### src/rtl/row_clear_sequencer.sv
// Line-clear pass over a row-addressed game board: scans bottom to top, drops
// full rows, compacts the rest downward and blanks the vacated top rows.
module row_clear_sequencer #(
    parameter int ROWS = 20,
    parameter int COLS = 10,
    parameter int CW   = 3
) (
    input  logic                        Clk,
    input  logic                        Reset_n,
    input  logic                        start,
    output logic                        busy,
    output logic                        done,
    output logic [$clog2(ROWS+1)-1:0]   lines_cleared,
    output logic [$clog2(ROWS)-1:0]     rd_row,
    input  logic [COLS*CW-1:0]          rd_data,
    output logic                        wr_en,
    output logic [$clog2(ROWS)-1:0]     wr_row,
    output logic [COLS*CW-1:0]          wr_data
);

    localparam int RW = $clog2(ROWS);
    localparam int PW = RW + 1;
    localparam int LW = $clog2(ROWS + 1);
    localparam int DW = COLS * CW;
    localparam logic [RW-1:0] LAST_ROW = RW'(ROWS - 1);

    typedef enum logic [2:0] {
        S_IDLE, S_RD, S_CHK, S_WR, S_FILL, S_DONE
    } state_e;

    state_e          state_q, state_d;
    logic [RW-1:0]   rd_ptr_q, rd_ptr_d;
    logic [PW-1:0]   wr_ptr_q, wr_ptr_d;   // extra bit lets it reach -1
    logic [LW-1:0]   count_q, count_d;
    logic [LW-1:0]   lines_q, lines_d;
    logic [DW-1:0]   row_buf_q, row_buf_d;
    logic            row_full;
    logic            advance;

    always_comb begin
        row_full = 1'b1;
        for (int c = 0; c < COLS; c++) begin
            if (rd_data[c*CW +: CW] == '0) row_full = 1'b0;
        end
    end

    // NOTE: every variable gets a default first so no path leaves one unassigned (no latches).
    always_comb begin
        state_d   = state_q;
        rd_ptr_d  = rd_ptr_q;
        wr_ptr_d  = wr_ptr_q;
        count_d   = count_q;
        lines_d   = lines_q;
        row_buf_d = row_buf_q;
        advance   = 1'b0;

        case (state_q)
            S_IDLE: begin
                if (start) begin
                    rd_ptr_d = LAST_ROW;
                    wr_ptr_d = {1'b0, LAST_ROW};
                    count_d  = '0;
                    lines_d  = '0;
                    state_d  = S_RD;
                end
            end
            S_RD:  state_d = S_CHK;
            S_CHK: begin
                if (row_full) begin
                    count_d = count_q + 1'b1;
                    advance = 1'b1;
                end else if (wr_ptr_q == {1'b0, rd_ptr_q}) begin
                    // Row already sits at its destination: skip the write.
                    wr_ptr_d = wr_ptr_q - 1'b1;
                    advance  = 1'b1;
                end else begin
                    row_buf_d = rd_data;
                    state_d   = S_WR;
                end
            end
            S_WR: begin
                wr_ptr_d = wr_ptr_q - 1'b1;
                advance  = 1'b1;
            end
            S_FILL: begin
                wr_ptr_d = wr_ptr_q - 1'b1;
                if (wr_ptr_q == '0) state_d = S_DONE;
            end
            S_DONE:  state_d = S_IDLE;
            default: state_d = S_IDLE;
        endcase

        if (advance) begin
            if (rd_ptr_q != '0) begin
                rd_ptr_d = rd_ptr_q - 1'b1;
                state_d  = S_RD;
            end else if (count_d != '0) begin
                state_d = S_FILL;
            end else begin
                state_d = S_DONE;
            end
        end

        // Publish the result on the same edge that enters DONE.
        if (state_d == S_DONE && state_q != S_DONE) lines_d = count_d;
    end

    // NOTE: sequential state uses non-blocking assignments so all registers update together.
    always_ff @(posedge Clk or negedge Reset_n) begin
        if (!Reset_n) begin
            state_q   <= S_IDLE;
            rd_ptr_q  <= '0;
            wr_ptr_q  <= '0;
            count_q   <= '0;
            lines_q   <= '0;
            row_buf_q <= '0;
        end else begin
            state_q   <= state_d;
            rd_ptr_q  <= rd_ptr_d;
            wr_ptr_q  <= wr_ptr_d;
            count_q   <= count_d;
            lines_q   <= lines_d;
            row_buf_q <= row_buf_d;
        end
    end

    // Outputs decode from state only, so reset forces them low asynchronously.
    assign busy          = (state_q != S_IDLE);
    assign done          = (state_q == S_DONE);
    assign wr_en         = (state_q == S_WR) || (state_q == S_FILL);
    assign wr_row        = wr_en ? wr_ptr_q[RW-1:0] : '0;
    assign wr_data       = (state_q == S_WR) ? row_buf_q : '0;
    assign rd_row        = (state_q == S_RD) ? rd_ptr_q : '0;
    assign lines_cleared = lines_q;

endmodule

### config.mk
export PLATFORM = sky130hd
export DESIGN_NAME = row_clear_sequencer
export DESIGN_NICKNAME = d
export VERILOG_FILES = /design/src/rtl/row_clear_sequencer.sv
export SDC_FILE = /design/constraint.sdc
export NUM_CORES = 1
export LEC_CHECK = 0
export CORE_MARGIN = 5
export CORE_UTILIZATION = 44
export DETAILED_ROUTE_END_ITERATION = 6
export GPL_TIMING_DRIVEN = 0
export MAX_ROUTING_LAYER = met4
export PLACE_DENSITY = 0.77
export SETUP_SLACK_MARGIN = 0.1
export SYNTH_ARGS = -nofsm -noshare
export SYNTH_HDL_FRONTEND = slang
export SYNTH_SLANG_ARGS = --single-unit
### constraint.sdc
create_clock -name Clk -period 2.2 [get_ports Clk]
set_input_delay 0.66 -clock Clk [delete_from_list [all_inputs] [get_ports Clk]]
set_output_delay 0.66 -clock Clk [all_outputs]
set_load 0.05 [all_outputs]
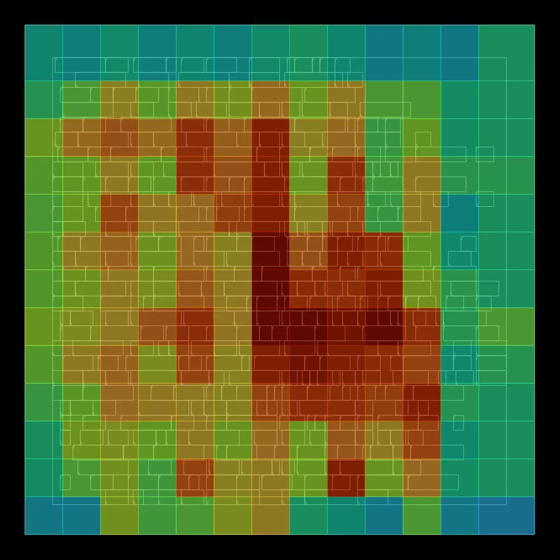
Fig. 1. Routing congestion map (run 1).
DR WL/cell: 20.8 um
Most Used Layer, Global Route: met2
met3 usage: 4.42%
met1 usage: 25.0%

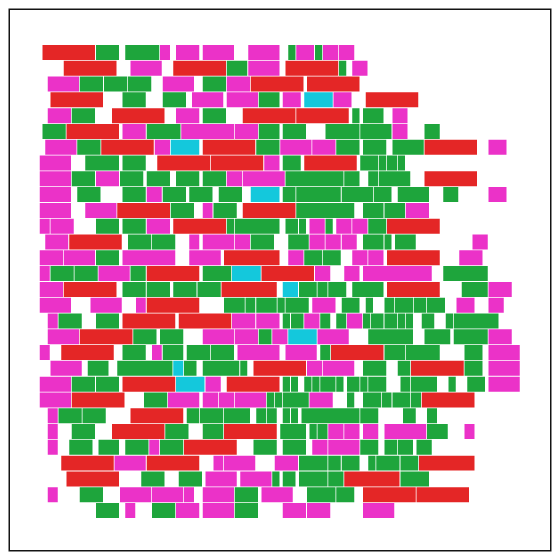
Fig. 2. Cell classes on the final placement (run 1).
- cyan: clock drivers and dummy loads (cells 8; share of their area 1.9%)
- green: all other logic (cells 214; share of their area 41%)
- red: flip-flops (cells 54; share of their area 27%)
- magenta: other buffers and delay cells (cells 135; share of their area 30%)
CORE AREA: 6760 um2
post-route design area: 5130 um2
total number of placement rows: 30
sequential share of cell area: 26.4%

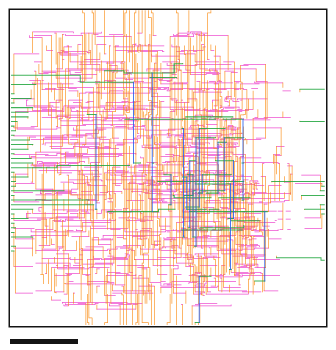
Fig. 3. Routed metal, one color a layer (run 1).
Scale bar: 20 um.
- magenta: met1 (wire length 3,920 um)
- blue: met4 (wire length 372 um)
- orange: met2 (wire length 5,310 um)
- green: met3 (wire length 598 um)
via count: 2,805
GRT Total Usage: 20.3%
final wirelength: 10,200 um

==> results.json, run 1 <==
{
  "status": "finished, violations left",
  "violations": "setup timing",
  "setup_ws_ns": -0.308,
  "warnings": 30,
  "antenna_found_initial": 0,
  "clk-power_uw": 603,
  "top_area_cell_class": "logic gates",
  "reg2reg_setup_slack_ns": -0.26,
  "ys_seq_share_pct": 44.6,
  "crit_family": "AND-OR/OR-AND gates",
  "adder_share_pct": 1.65,
  "port-buffer-count": 80,
  "setup_viol": 76,
  "tns_ns": -9.64,
  "cts_buffers": 5,
  "startpoint": "rd_data[11]",
  "ir_drop_mv": 0.964,
  "syn_inst": 281,
  "cts_setup_buffers": 18,
  "cts-root-buf": "clkbuf_8",
  "routed_via_density": 5.71,
  "lay_top_count": "dfrtp_1",
  "taps": 80,
  "ff_count": 54,
  "skew_ns": 0.00902,
  "critPathCapture": "lines_cleared[2]",
  "yosys.area.top_type_share_pct": 44.6,
  "yosys.area_share.simple_pct": 22.7
}
==> inputs of run 2 (changes only) <==
--- a/config.mk
+++ b/config.mk
@@ -11,6 +11,7 @@
 export GPL_TIMING_DRIVEN = 0
 export MAX_ROUTING_LAYER = met4
 export PLACE_DENSITY = 0.77
+export RECOVER_POWER = 100
 export SETUP_SLACK_MARGIN = 0.1
 export SYNTH_ARGS = -nofsm -noshare
 export SYNTH_HDL_FRONTEND = slang
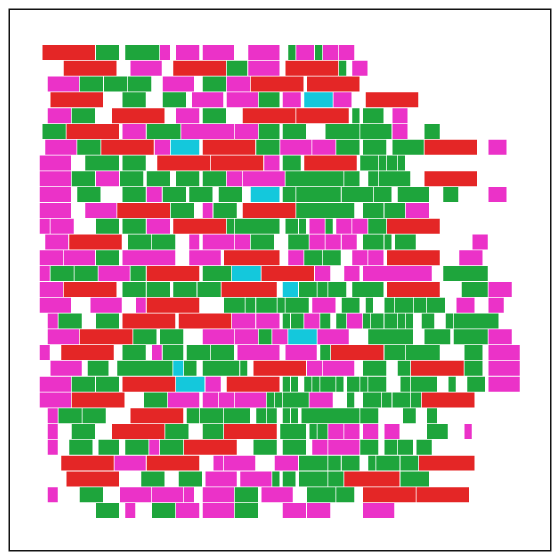
Fig. 4. Cell classes on the final placement (run 2).
- red: flip-flops (cells 54; share of their area 27%)
- cyan: clock drivers and dummy loads (cells 8; share of their area 1.9%)
- green: all other logic (cells 214; share of their area 41%)
- magenta: other buffers and delay cells (cells 135; share of their area 30%)
sequential share of cell area: 26.5%
utilization after layout: 75.8%
post-route design area: 5120 um2

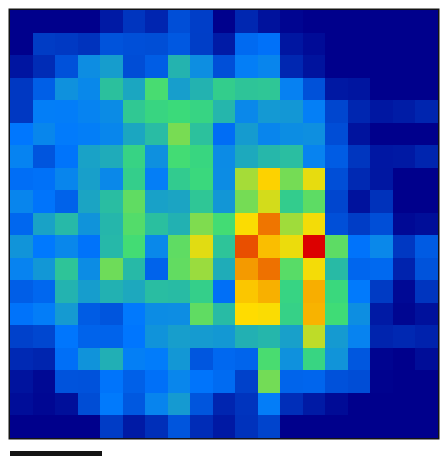
Fig. 5. Wiring heat map (run 2).
Scale bar: 20 um. 19 x 19 tiles, from dark blue (low) to red (high), scaled to the fullest tile. Values are wire area over tile area, all layers added.
- densest ninth of the die: center
- mean over tiles: 0.19
- tiles over half the peak: 12%
- fullest tile: 0.74
final wirelength: 10,200 um
via count: 2,790
DR WL/cell: 20.8 um

==> results.json, run 2 <==
{
  "cts_setup_buffers": 18,
  "ys_seq_share_pct": 44.6,
  "syn_inst": 281,
  "yosys.area_share.simple_pct": 22.7,
  "cts-root-buf": "clkbuf_8",
  "ff_count": 54,
  "port-buffer-count": 80,
  "lay_top_count": "dfrtp_1",
  "warnings": 30,
  "syn-num-nets": 318,
  "grt_pass1_wl_um": 13700,
  "regMostFlops": "row_buf_q",
  "tns_ns": -9.78,
  "antenna_found_initial": 0,
  "grt_util_met1_pct": 25.0,
  "setup_ws_ns": -0.319,
  "cts_buffers": 5,
  "clockBufferDepth": 2,
  "yosys.area.top_type_share_pct": 44.6,
  "coreArea_um2": 6760,
  "top_area_cell_class": "logic gates",
  "clk-power_uw": 606,
  "common_cells": "dfrtp_1, mux2_2, and3_1",
  "critPathCapture": "lines_cleared[2]",
  "yosys_warnings": 0,
  "crit_family": "AND-OR/OR-AND gates",
  "use_met3_pct": 4.42,
  "violations": "setup timing",
  "ir_drop_mv": 0.965,
  "reg2reg_setup_slack_ns": -0.27,
  "startpoint": "rd_data[11]",
  "adder_share_pct": 1.65,
  "cp.depth": 10,
  "status": "finished, violations left",
  "xor_area_share_pct": 2.60,
  "skew_ns": 0.0105,
  "setup_viol": 77,
  "rows": 30
}
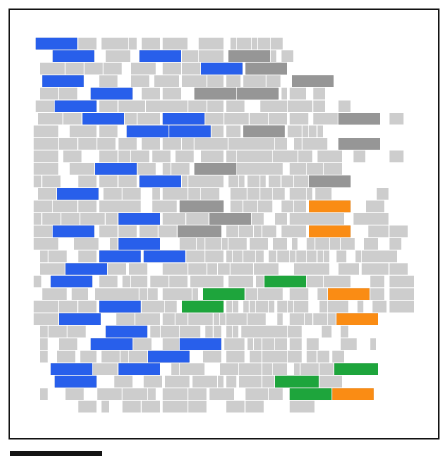
Fig. 6. Sequential cells colored by netlist name (run 2).
Scale bar: 20 um. Other sequential cells in the stronger gray, the rest of the logic in the fainter gray.
- blue: row_buf_q (flops 30)
- orange: rd_ptr_q (flops 5)
- green: wr_ptr_q (flops 6)
- not colored: 13
FF/Latch Area: 1360 um2
sequential power: 1.74 mW

==> inputs of run 3 (changes only) <==
--- a/config.mk
+++ b/config.mk
@@ -6,11 +6,11 @@
 export NUM_CORES = 1
 export LEC_CHECK = 0
 export CORE_MARGIN = 5
-export CORE_UTILIZATION = 44
+export CORE_UTILIZATION = 48
 export DETAILED_ROUTE_END_ITERATION = 6
 export GPL_TIMING_DRIVEN = 0
 export MAX_ROUTING_LAYER = met4
-export PLACE_DENSITY = 0.77
+export PLACE_DENSITY = 0.79
 export RECOVER_POWER = 100
 export SETUP_SLACK_MARGIN = 0.1
 export SYNTH_ARGS = -nofsm -noshare
==> constraint.sdc (replaced) <==
create_clock -name Clk -period 2.5 [get_ports Clk]
set_input_delay 0.75 -clock Clk [delete_from_list [all_inputs] [get_ports Clk]]
set_output_delay 0.75 -clock Clk [all_outputs]
set_load 0.05 [all_outputs]
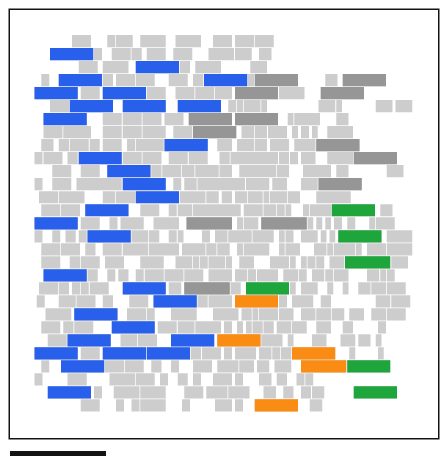
Fig. 7. Sequential cells colored by netlist name (run 3).
Scale bar: 20 um. Other sequential cells in the stronger gray, the rest of the logic in the fainter gray.
- orange: rd_ptr_q (flops 5)
- green: wr_ptr_q (flops 6)
- blue: row_buf_q (flops 30)
- not colored: 13
FF/Latch Area: 1360 um2
sequential share of cell area: 30.1%
sequential power: 1.49 mW
utilization after layout: 72.3%

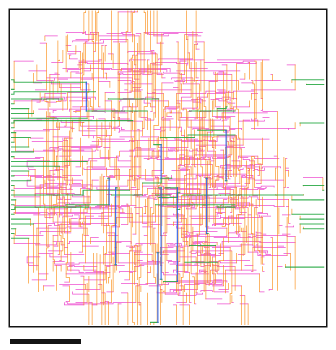
Fig. 8. Routed metal, one color a layer (run 3).
Scale bar: 20 um.
- orange: met2 (wire length 4,240 um)
- blue: met4 (wire length 149 um)
- green: met3 (wire length 562 um)
- magenta: met1 (wire length 3,410 um)
DR WL/cell: 17.8 um
via count: 2,654
final wirelength: 8370 um
GRT Total Usage: 22.0%

==> results.json, run 3 <==
{
  "status": "completed",
  "crit_family": "simple AND/OR/NAND/NOR gates",
  "critPathCapture": "lines_cleared[1]",
  "antenna_found_initial": 0,
  "cts_setup_buffers": 12,
  "startpoint": "rd_data[14]",
  "ir_drop_mv": 0.973,
  "use_met3_pct": 5.90,
  "grt_busiest_layer": "met2",
  "cp.depth": 8,
  "port-buffer-count": 80,
  "ys_seq_share_pct": 44.6,
  "htreeDepth": 2,
  "yosys.area.top_type_share_pct": 44.6,
  "logic_gates": 207,
  "p_sw_share_pct": 47.6,
  "cap_violations": 0,
  "top_area_cell_class": "logic gates",
  "rows": 29,
  "reg2reg_setup_slack_ns": 0.13,
  "syn-num-nets": 318,
  "fp.dieH_um": 89.5,
  "layout_top_cells": "dfrtp_1, mux2_2, buf_6",
  "adder_share_pct": 1.65,
  "power_top_consumer": "combinational logic",
  "warnings": 30,
  "xor_area_share_pct": 2.60,
  "clk-power_uw": 497,
  "tns_ns": 0,
  "clockBufferDepth": 2,
  "ff_count": 54,
  "grt_pass1_wl_um": 13400,
  "yosys_warnings": 0,
  "cts-root-buf": "clkbuf_8",
  "lay_top_count": "dfrtp_1",
  "r2r-start": "wr_ptr_q[4]",
  "syn_inst": 281,
  "taps": 77,
  "yosys.area_share.simple_pct": 22.7,
  "skew_ns": 0.00701,
  "regMostFlops": "row_buf_q",
  "routed_via_density": 5.63
}
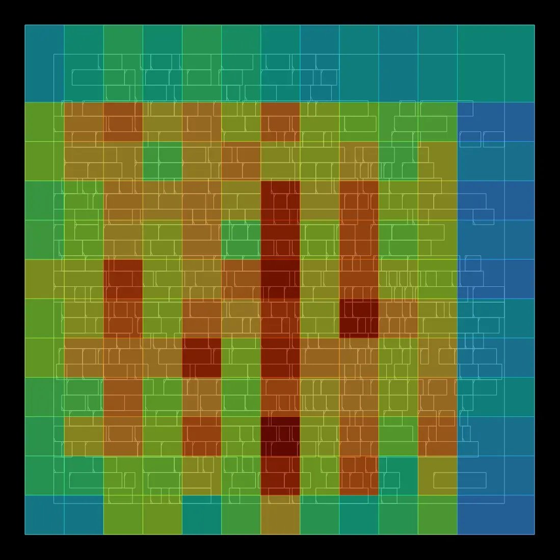
Fig. 9. Routing congestion map (run 3).
met1 usage: 28.4%
GR Layer Usage met2: 34.8%

Power figures rest on the tool's default switching activity, not on a simulated workload.
